**src/rtl/qlal3_a2f_pkg.sv**
```systemverilog
`default_nettype none
// ============================================================================
//  Module      : qlal3_a2f_pkg
//  Description : Shared types and constants for the A2F register-bus
//                responder: FSM state encoding, fixed register addresses,
//                status-word bit positions and the control soft-clear bit.
//  Ports       : none (package)
//  Revision    : 1.0  initial release
// ============================================================================
package qlal3_a2f_pkg;

   typedef enum logic [1:0] {
      ST_IDLE    = 2'd0,
      ST_WAIT    = 2'd1,
      ST_ACK     = 2'd2,
      ST_RELEASE = 2'd3
   } state_t;

   localparam logic [7:0] ADDR_GP_IN  = 8'd0;
   localparam logic [7:0] ADDR_GP_OUT = 8'd1;

   // A2F_Status = {busy, err_sticky, txn_cnt[4:0]}
   localparam int STATUS_BUSY_BIT = 6;
   localparam int STATUS_ERR_BIT  = 5;
   localparam int STATUS_CNT_MSB  = 4;
   localparam int STATUS_CNT_LSB  = 0;
   localparam int TXN_CNT_W       = 5;

   localparam int CTRL_SOFT_CLR_BIT = 7;

endpackage
`default_nettype wire

```
**src/rtl/qlal3_a2f_responder_if.sv**
```systemverilog
`default_nettype none
// ============================================================================
//  Module      : qlal3_a2f_responder_if
//  Description : A2F register-bus bundle between the ASSP initiator and the
//                fabric responder.
//  Ports       : master modport - drives REQ/RWn/ADDR/WR_DATA/Control/GP_OUT,
//                                 observes ACK/RD_DATA/Status/GP_IN
//                slave modport  - the mirror image
//  Revision    : 1.0  initial release
// ============================================================================
interface qlal3_a2f_responder_if ();

   logic       A2F_REQ;
   logic       A2F_RWn;
   logic [7:0] A2F_ADDR;
   logic [7:0] A2F_WR_DATA;
   logic [7:0] A2F_Control;
   logic [7:0] A2F_GP_OUT;
   logic       A2F_ACK;
   logic [7:0] A2F_RD_DATA;
   logic [6:0] A2F_Status;
   logic [7:0] A2F_GP_IN;

   modport master (
      output A2F_REQ, A2F_RWn, A2F_ADDR, A2F_WR_DATA, A2F_Control, A2F_GP_OUT,
      input  A2F_ACK, A2F_RD_DATA, A2F_Status, A2F_GP_IN
   );

   modport slave (
      input  A2F_REQ, A2F_RWn, A2F_ADDR, A2F_WR_DATA, A2F_Control, A2F_GP_OUT,
      output A2F_ACK, A2F_RD_DATA, A2F_Status, A2F_GP_IN
   );

endinterface
`default_nettype wire

```
**src/rtl/qlal3_a2f_regfile.sv**
```systemverilog
`default_nettype none
// ============================================================================
//  Module      : qlal3_a2f_regfile
//  Description : 8-bit register file for the A2F responder. Slot 0 is the
//                GP_IN register, slot 1 a free-running snapshot of GP_OUT
//                (not writable), remaining slots are scratch.
//  Ports       : clk, rst           - clock, synchronous active-high reset
//                wr_en/addr/wr_data - write port (commit on clk edge)
//                gp_out             - sampled into slot 1 every cycle
//                rd_data            - combinational read of addr
//                unmapped           - addr >= NUM_REGS
//                gp_in              - slot 0 contents
//                regs_flat          - all slots, slot i at [8*i +: 8]
//  Revision    : 1.0  initial release
// ============================================================================
module qlal3_a2f_regfile
   import qlal3_a2f_pkg::*;
#(
   parameter int         NUM_REGS    = 8,
   parameter logic [7:0] UNMAPPED_RD = 8'hEE
) (
   input  logic                  clk,
   input  logic                  rst,
   input  logic                  wr_en,
   input  logic [7:0]            addr,
   input  logic [7:0]            wr_data,
   input  logic [7:0]            gp_out,
   output logic [7:0]            rd_data,
   output logic                  unmapped,
   output logic [7:0]            gp_in,
   output logic [NUM_REGS*8-1:0] regs_flat
);

   assign unmapped = ({24'd0, addr} >= 32'(NUM_REGS));
   assign gp_in    = regs_flat[8*int'(ADDR_GP_IN) +: 8];

   for (genvar i = 0; i < NUM_REGS; i++) begin : g_reg
      logic [7:0] r_q;

      if (i == int'(ADDR_GP_OUT)) begin : g_snapshot
         // Read-only mirror; write strobes to this slot are simply ignored.
         always_ff @(posedge clk) begin
            if (rst) r_q <= 8'h00;
            else     r_q <= gp_out;
         end
      end else begin : g_rw
         always_ff @(posedge clk) begin
            if (rst)
               r_q <= 8'h00;
            else if (wr_en && !unmapped && (addr == 8'(i)))
               r_q <= wr_data;
         end
      end

      assign regs_flat[8*i +: 8] = r_q;
   end

   always_comb begin
      rd_data = UNMAPPED_RD;
      for (int i = 0; i < NUM_REGS; i++) begin
         if (addr == 8'(i)) rd_data = regs_flat[8*i +: 8];
      end
   end

endmodule
`default_nettype wire

```
**src/rtl/qlal3_a2f_responder.sv**
```systemverilog
`default_nettype none
// ============================================================================
//  Module      : qlal3_a2f_responder
//  Description : Fabric-side target of the EOS S3 A2F register bus. Accepts a
//                4-phase REQ/ACK transaction, optionally inserts wait states,
//                then answers with a one-cycle ACK and registered RD_DATA.
//                Tracks a sticky error flag and a 5-bit transaction counter.
//  Options     : QLAL3_A2F_REQ_SYNC_EN - when defined, A2F_REQ passes through
//                a 2-flop synchronizer (ACK latency grows by two cycles).
//  Ports       : clk, rst  - clock, synchronous active-high reset
//                bus       - A2F bus, slave side
//                regs_flat - all register contents for fabric logic
//  Revision    : 1.0  initial release
// ============================================================================
module qlal3_a2f_responder
   import qlal3_a2f_pkg::*;
#(
   parameter int         NUM_REGS    = 8,
   parameter int         WAIT_CYCLES = 0,
   parameter logic [7:0] UNMAPPED_RD = 8'hEE
) (
   input  logic                  clk,
   input  logic                  rst,
   qlal3_a2f_responder_if.slave  bus,
   output logic [NUM_REGS*8-1:0] regs_flat
);

   state_t                 r_state;
   logic [3:0]             r_wait_cnt;
   logic                   r_rwn;
   logic [7:0]             r_addr;
   logic [7:0]             r_wr_data;
   logic                   r_soft_clr;
   logic                   r_ack;
   logic [7:0]             r_rd_data;
   logic                   r_err;
   logic [TXN_CNT_W-1:0]   r_txn_cnt;

   logic                   w_req;
   logic                   w_wr_en;
   logic [7:0]             w_rd_data;
   logic                   w_unmapped;
   logic                   w_ctrl_unused;

   assign w_ctrl_unused = ^bus.A2F_Control[CTRL_SOFT_CLR_BIT-1:0];

`ifdef QLAL3_A2F_REQ_SYNC_EN
   logic r_req_meta;
   logic r_req_sync;

   always_ff @(posedge clk) begin
      if (rst) begin
         r_req_meta <= 1'b0;
         r_req_sync <= 1'b0;
      end else begin
         r_req_meta <= bus.A2F_REQ;
         r_req_sync <= r_req_meta;
      end
   end

   assign w_req = r_req_sync;
`else
   assign w_req = bus.A2F_REQ;
`endif

   // The write lands on the same edge that raises ACK.
   assign w_wr_en = (r_state == ST_ACK) && !r_rwn;

   qlal3_a2f_regfile #(
      .NUM_REGS    (NUM_REGS),
      .UNMAPPED_RD (UNMAPPED_RD)
   ) u_regfile (
      .clk       (clk),
      .rst       (rst),
      .wr_en     (w_wr_en),
      .addr      (r_addr),
      .wr_data   (r_wr_data),
      .gp_out    (bus.A2F_GP_OUT),
      .rd_data   (w_rd_data),
      .unmapped  (w_unmapped),
      .gp_in     (bus.A2F_GP_IN),
      .regs_flat (regs_flat)
   );

   always_ff @(posedge clk) begin
      if (rst) begin
         r_state    <= ST_IDLE;
         r_wait_cnt <= 4'd0;
         r_rwn      <= 1'b0;
         r_addr     <= 8'h00;
         r_wr_data  <= 8'h00;
         r_soft_clr <= 1'b0;
         r_ack      <= 1'b0;
         r_rd_data  <= 8'h00;
         r_err      <= 1'b0;
         r_txn_cnt  <= '0;
      end else begin
         r_ack <= 1'b0;
         case (r_state)
            ST_IDLE: begin
               if (w_req) begin
                  // Request fields are frozen here; later changes are ignored.
                  r_rwn      <= bus.A2F_RWn;
                  r_addr     <= bus.A2F_ADDR;
                  r_wr_data  <= bus.A2F_WR_DATA;
                  r_soft_clr <= bus.A2F_Control[CTRL_SOFT_CLR_BIT];
                  if (WAIT_CYCLES > 0) begin
                     r_state    <= ST_WAIT;
                     r_wait_cnt <= 4'(WAIT_CYCLES - 1);
                  end else begin
                     r_state <= ST_ACK;
                  end
               end
            end

            ST_WAIT: begin
               if (!w_req) begin
                  // Initiator gave up before ACK: abort silently, flag it.
                  r_state <= ST_IDLE;
                  r_err   <= 1'b1;
               end else if (r_wait_cnt == 4'd0) begin
                  r_state <= ST_ACK;
               end else begin
                  r_wait_cnt <= r_wait_cnt - 4'd1;
               end
            end

            ST_ACK: begin
               r_ack <= 1'b1;
               if (r_rwn) r_rd_data <= w_rd_data;
               if (r_soft_clr) begin
                  // Soft-clear wins over this transaction's own bookkeeping.
                  r_err     <= 1'b0;
                  r_txn_cnt <= '0;
               end else begin
                  r_txn_cnt <= r_txn_cnt + 1'b1;
                  if (w_unmapped) r_err <= 1'b1;
               end
               r_state <= ST_RELEASE;
            end

            ST_RELEASE: begin
               if (!w_req) r_state <= ST_IDLE;
            end

            default: r_state <= ST_IDLE;
         endcase
      end
   end

   assign bus.A2F_ACK     = r_ack;
   assign bus.A2F_RD_DATA = r_rd_data;
   assign bus.A2F_Status  = {(r_state != ST_IDLE), r_err, r_txn_cnt};

endmodule
`default_nettype wire

```
**src/flat_wrapper.sv**
```systemverilog
// flat-port wrapper written by rule: the top's interface ports become plain ports
module qlal3_a2f_responder_flat import qlal3_a2f_pkg::*;
#(
   parameter int         NUM_REGS    = 8,
   parameter int         WAIT_CYCLES = 0,
   parameter logic [7:0] UNMAPPED_RD = 8'hEE
)
  (clk, rst, regs_flat, bus_A2F_REQ, bus_A2F_RWn, bus_A2F_ADDR, bus_A2F_WR_DATA, bus_A2F_Control, bus_A2F_GP_OUT, bus_A2F_ACK, bus_A2F_RD_DATA, bus_A2F_Status, bus_A2F_GP_IN);
  qlal3_a2f_responder_if bus_i ();
  input  logic clk;
  input  logic rst;
  output logic [NUM_REGS*8-1:0] regs_flat;
  input wire logic [$bits(bus_i.A2F_REQ)-1:0] bus_A2F_REQ;
  input wire logic [$bits(bus_i.A2F_RWn)-1:0] bus_A2F_RWn;
  input wire logic [$bits(bus_i.A2F_ADDR)-1:0] bus_A2F_ADDR;
  input wire logic [$bits(bus_i.A2F_WR_DATA)-1:0] bus_A2F_WR_DATA;
  input wire logic [$bits(bus_i.A2F_Control)-1:0] bus_A2F_Control;
  input wire logic [$bits(bus_i.A2F_GP_OUT)-1:0] bus_A2F_GP_OUT;
  output wire logic [$bits(bus_i.A2F_ACK)-1:0] bus_A2F_ACK;
  output wire logic [$bits(bus_i.A2F_RD_DATA)-1:0] bus_A2F_RD_DATA;
  output wire logic [$bits(bus_i.A2F_Status)-1:0] bus_A2F_Status;
  output wire logic [$bits(bus_i.A2F_GP_IN)-1:0] bus_A2F_GP_IN;
  assign bus_i.A2F_REQ = bus_A2F_REQ;
  assign bus_i.A2F_RWn = bus_A2F_RWn;
  assign bus_i.A2F_ADDR = bus_A2F_ADDR;
  assign bus_i.A2F_WR_DATA = bus_A2F_WR_DATA;
  assign bus_i.A2F_Control = bus_A2F_Control;
  assign bus_i.A2F_GP_OUT = bus_A2F_GP_OUT;
  assign bus_A2F_ACK = bus_i.A2F_ACK;
  assign bus_A2F_RD_DATA = bus_i.A2F_RD_DATA;
  assign bus_A2F_Status = bus_i.A2F_Status;
  assign bus_A2F_GP_IN = bus_i.A2F_GP_IN;
  qlal3_a2f_responder #(.NUM_REGS(NUM_REGS), .WAIT_CYCLES(WAIT_CYCLES), .UNMAPPED_RD(UNMAPPED_RD)) u_core (.clk(clk), .rst(rst), .bus(bus_i), .regs_flat(regs_flat));
endmodule
```
**config.mk**
```make
export PLATFORM = sky130hd
export DESIGN_NAME = qlal3_a2f_responder_flat
export DESIGN_NICKNAME = d
export VERILOG_FILES = /design/src/rtl/qlal3_a2f_pkg.sv /design/src/rtl/qlal3_a2f_responder_if.sv /design/src/rtl/qlal3_a2f_regfile.sv /design/src/rtl/qlal3_a2f_responder.sv /design/src/flat_wrapper.sv
export SDC_FILE = /design/constraint.sdc
export NUM_CORES = 1
export LEC_CHECK = 0
export ABC_AREA = 0
export CORE_MARGIN = 2
export CORE_UTILIZATION = 52
export DETAILED_ROUTE_END_ITERATION = 8
export PLACE_DENSITY = 0.85
export SLEW_MARGIN = 20
export SYNTH_ARGS = -nofsm -noshare
export SYNTH_HDL_FRONTEND = slang
export SYNTH_SLANG_ARGS = --single-unit
```
**constraint.sdc**
```tcl
create_clock -name clk -period 5.6 [get_ports clk]
set_input_delay 1.4 -clock clk [delete_from_list [all_inputs] [get_ports clk]]
set_output_delay 1.4 -clock clk [all_outputs]
set_load 0.02 [all_outputs]
```
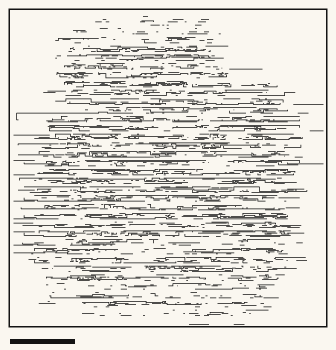
Fig. 1. M1 wires.
Bar = 20 µm.
The wires run mostly horizontal. 532 nets have wire on it. The longest straight run is 40.0 µm. The layer holds 42% of the routed length. The layer carries 4,860 µm of wire.
overall routed net length: 11.5 mm
routed vias: 3,813
met1 Track Usage GR: 0.306

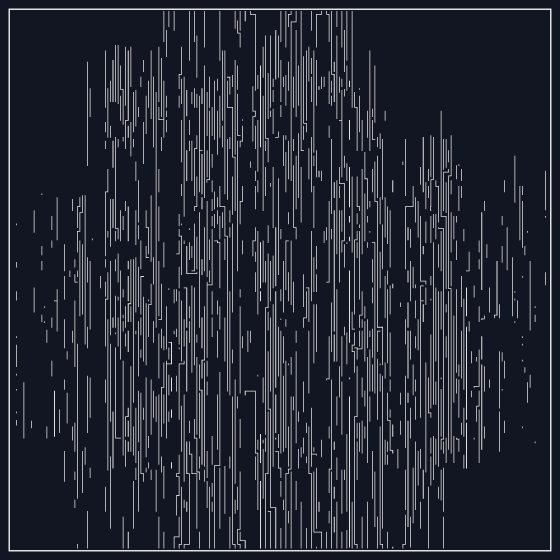
Fig. 2. Met2 routing.
The layer carries 5,860 µm of wire. 525 nets have wire on it. The wires run mostly vertical.
met2 GRT Util: 0.416

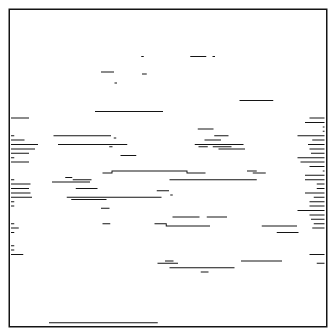
Fig. 3. Signal wires on met3.
The wires run mostly horizontal. The longest straight run is 33.4 µm. The layer holds 5.0% of the routed length. 80 nets have wire on it.
met3 usage in global routing: 0.0345

==> results.txt <==
Sequential cell count: 103
Area of the core region: 0.00859 mm²
Xor-xnor portion of the synthesized cell area: 0.0115
Power attributed to the clock group: 415 µW
Startpoint type of the worst setup path: flip-flop
Most area-hungry cell type in the Yosys netlist: sky130_fd_sc_hd__dfxtp_1
Final Non-Filler Cells: 677
Area after DPL: 0.00567 mm²
Antenna violations before repair: 0
Final design area excluding fillers: 0.00584 mm²
Cell row count: 34
Die width: 97.7 µm
Required arrival time at the worst endpoint: 4200 ps
Stages on worst setup path: 4
Post-synth EDFFs: 0
Reported combinational group power: 312 µW
Total iterations of the first detailed-routing run: 5
Total of clock buffers placed in the layout: 12
Layout Nets: 608
Average detailed-routed wire length per instance: 17.0 µm
Setup Total Neg Slack: 0 ps
H-tree levels: 3
Post-detail-place hpwl: 8.11 mm
Post-Route Utilization: 0.680
Crit-path most repeated cell: sky130_fd_sc_hd__inv_1
Comb power frac: 0.203
Multi-input combinational cell area: 0.00226 mm²
Clock share of power: 0.270
Final Hold Viols: 0
Count of filler cells inserted in the layout: 679
Total routing resource utilization after global routing: 0.241
Category of the critical setup timing path: reg2out
Worst Reg2Reg Path Length in Cells: 6
Post-layout minimum cycle time: 3210 ps
Port buffer count: 116
Worst-case vdd ir drop: 0.000128 V
Slowest-stage cell, CP: sky130_fd_sc_hd__clkdlybuf4s50_1
Core Util at FP: 0.531
Result of the run: finished clean
Critical path peak fanout: 5
Hold Crit Class: reg2reg
Total clock sinks: 103
Adder Share, Synth: 0.0192
Slew Limit Fails: 0
Top library cells by usage in the layout, fill and taps aside: 115 x sky130_fd_sc_hd__clkdlybuf4s50_1, 103 x sky130_fd_sc_hd__dfxtp_1, 78 x sky130_fd_sc_hd__nor2_1
Fraction of area in registers: 0.353
[synthesized netlist by cell type (all sizes together), types with 3 or more instances]
cell type	number
nand2b	3
dfxtp	103
mux4	6
nor2b	11
a2111oi	5
o21ai	16
nand3b	4
ha	7
nor2	78
nor3	4
mux2i	72
nor4	7
clkbuf	24
nand3	3
nand2	47
inv	8
a21oi	22
or3b	3
xor2	5
and2	4
a221oi	3
buf	19
[worst min path at each step]
stage	from	endpoint	slack, ps
after floorplan	u_core.r_addr[7]	u_core.r_addr[7]	440
after global placement	u_core.r_addr[4]	u_core.r_addr[4]	440
after detailed placement	u_core.r_addr[6]	u_core.r_addr[6]	470
after CTS	u_core.r_addr[6]	u_core.r_addr[6]	480
after global routing	u_core.r_addr[6]	u_core.r_addr[6]	490
final	u_core.r_addr[4]	u_core.r_addr[4]	480
No activity file was given, so power comes from the tool's default toggle rates.
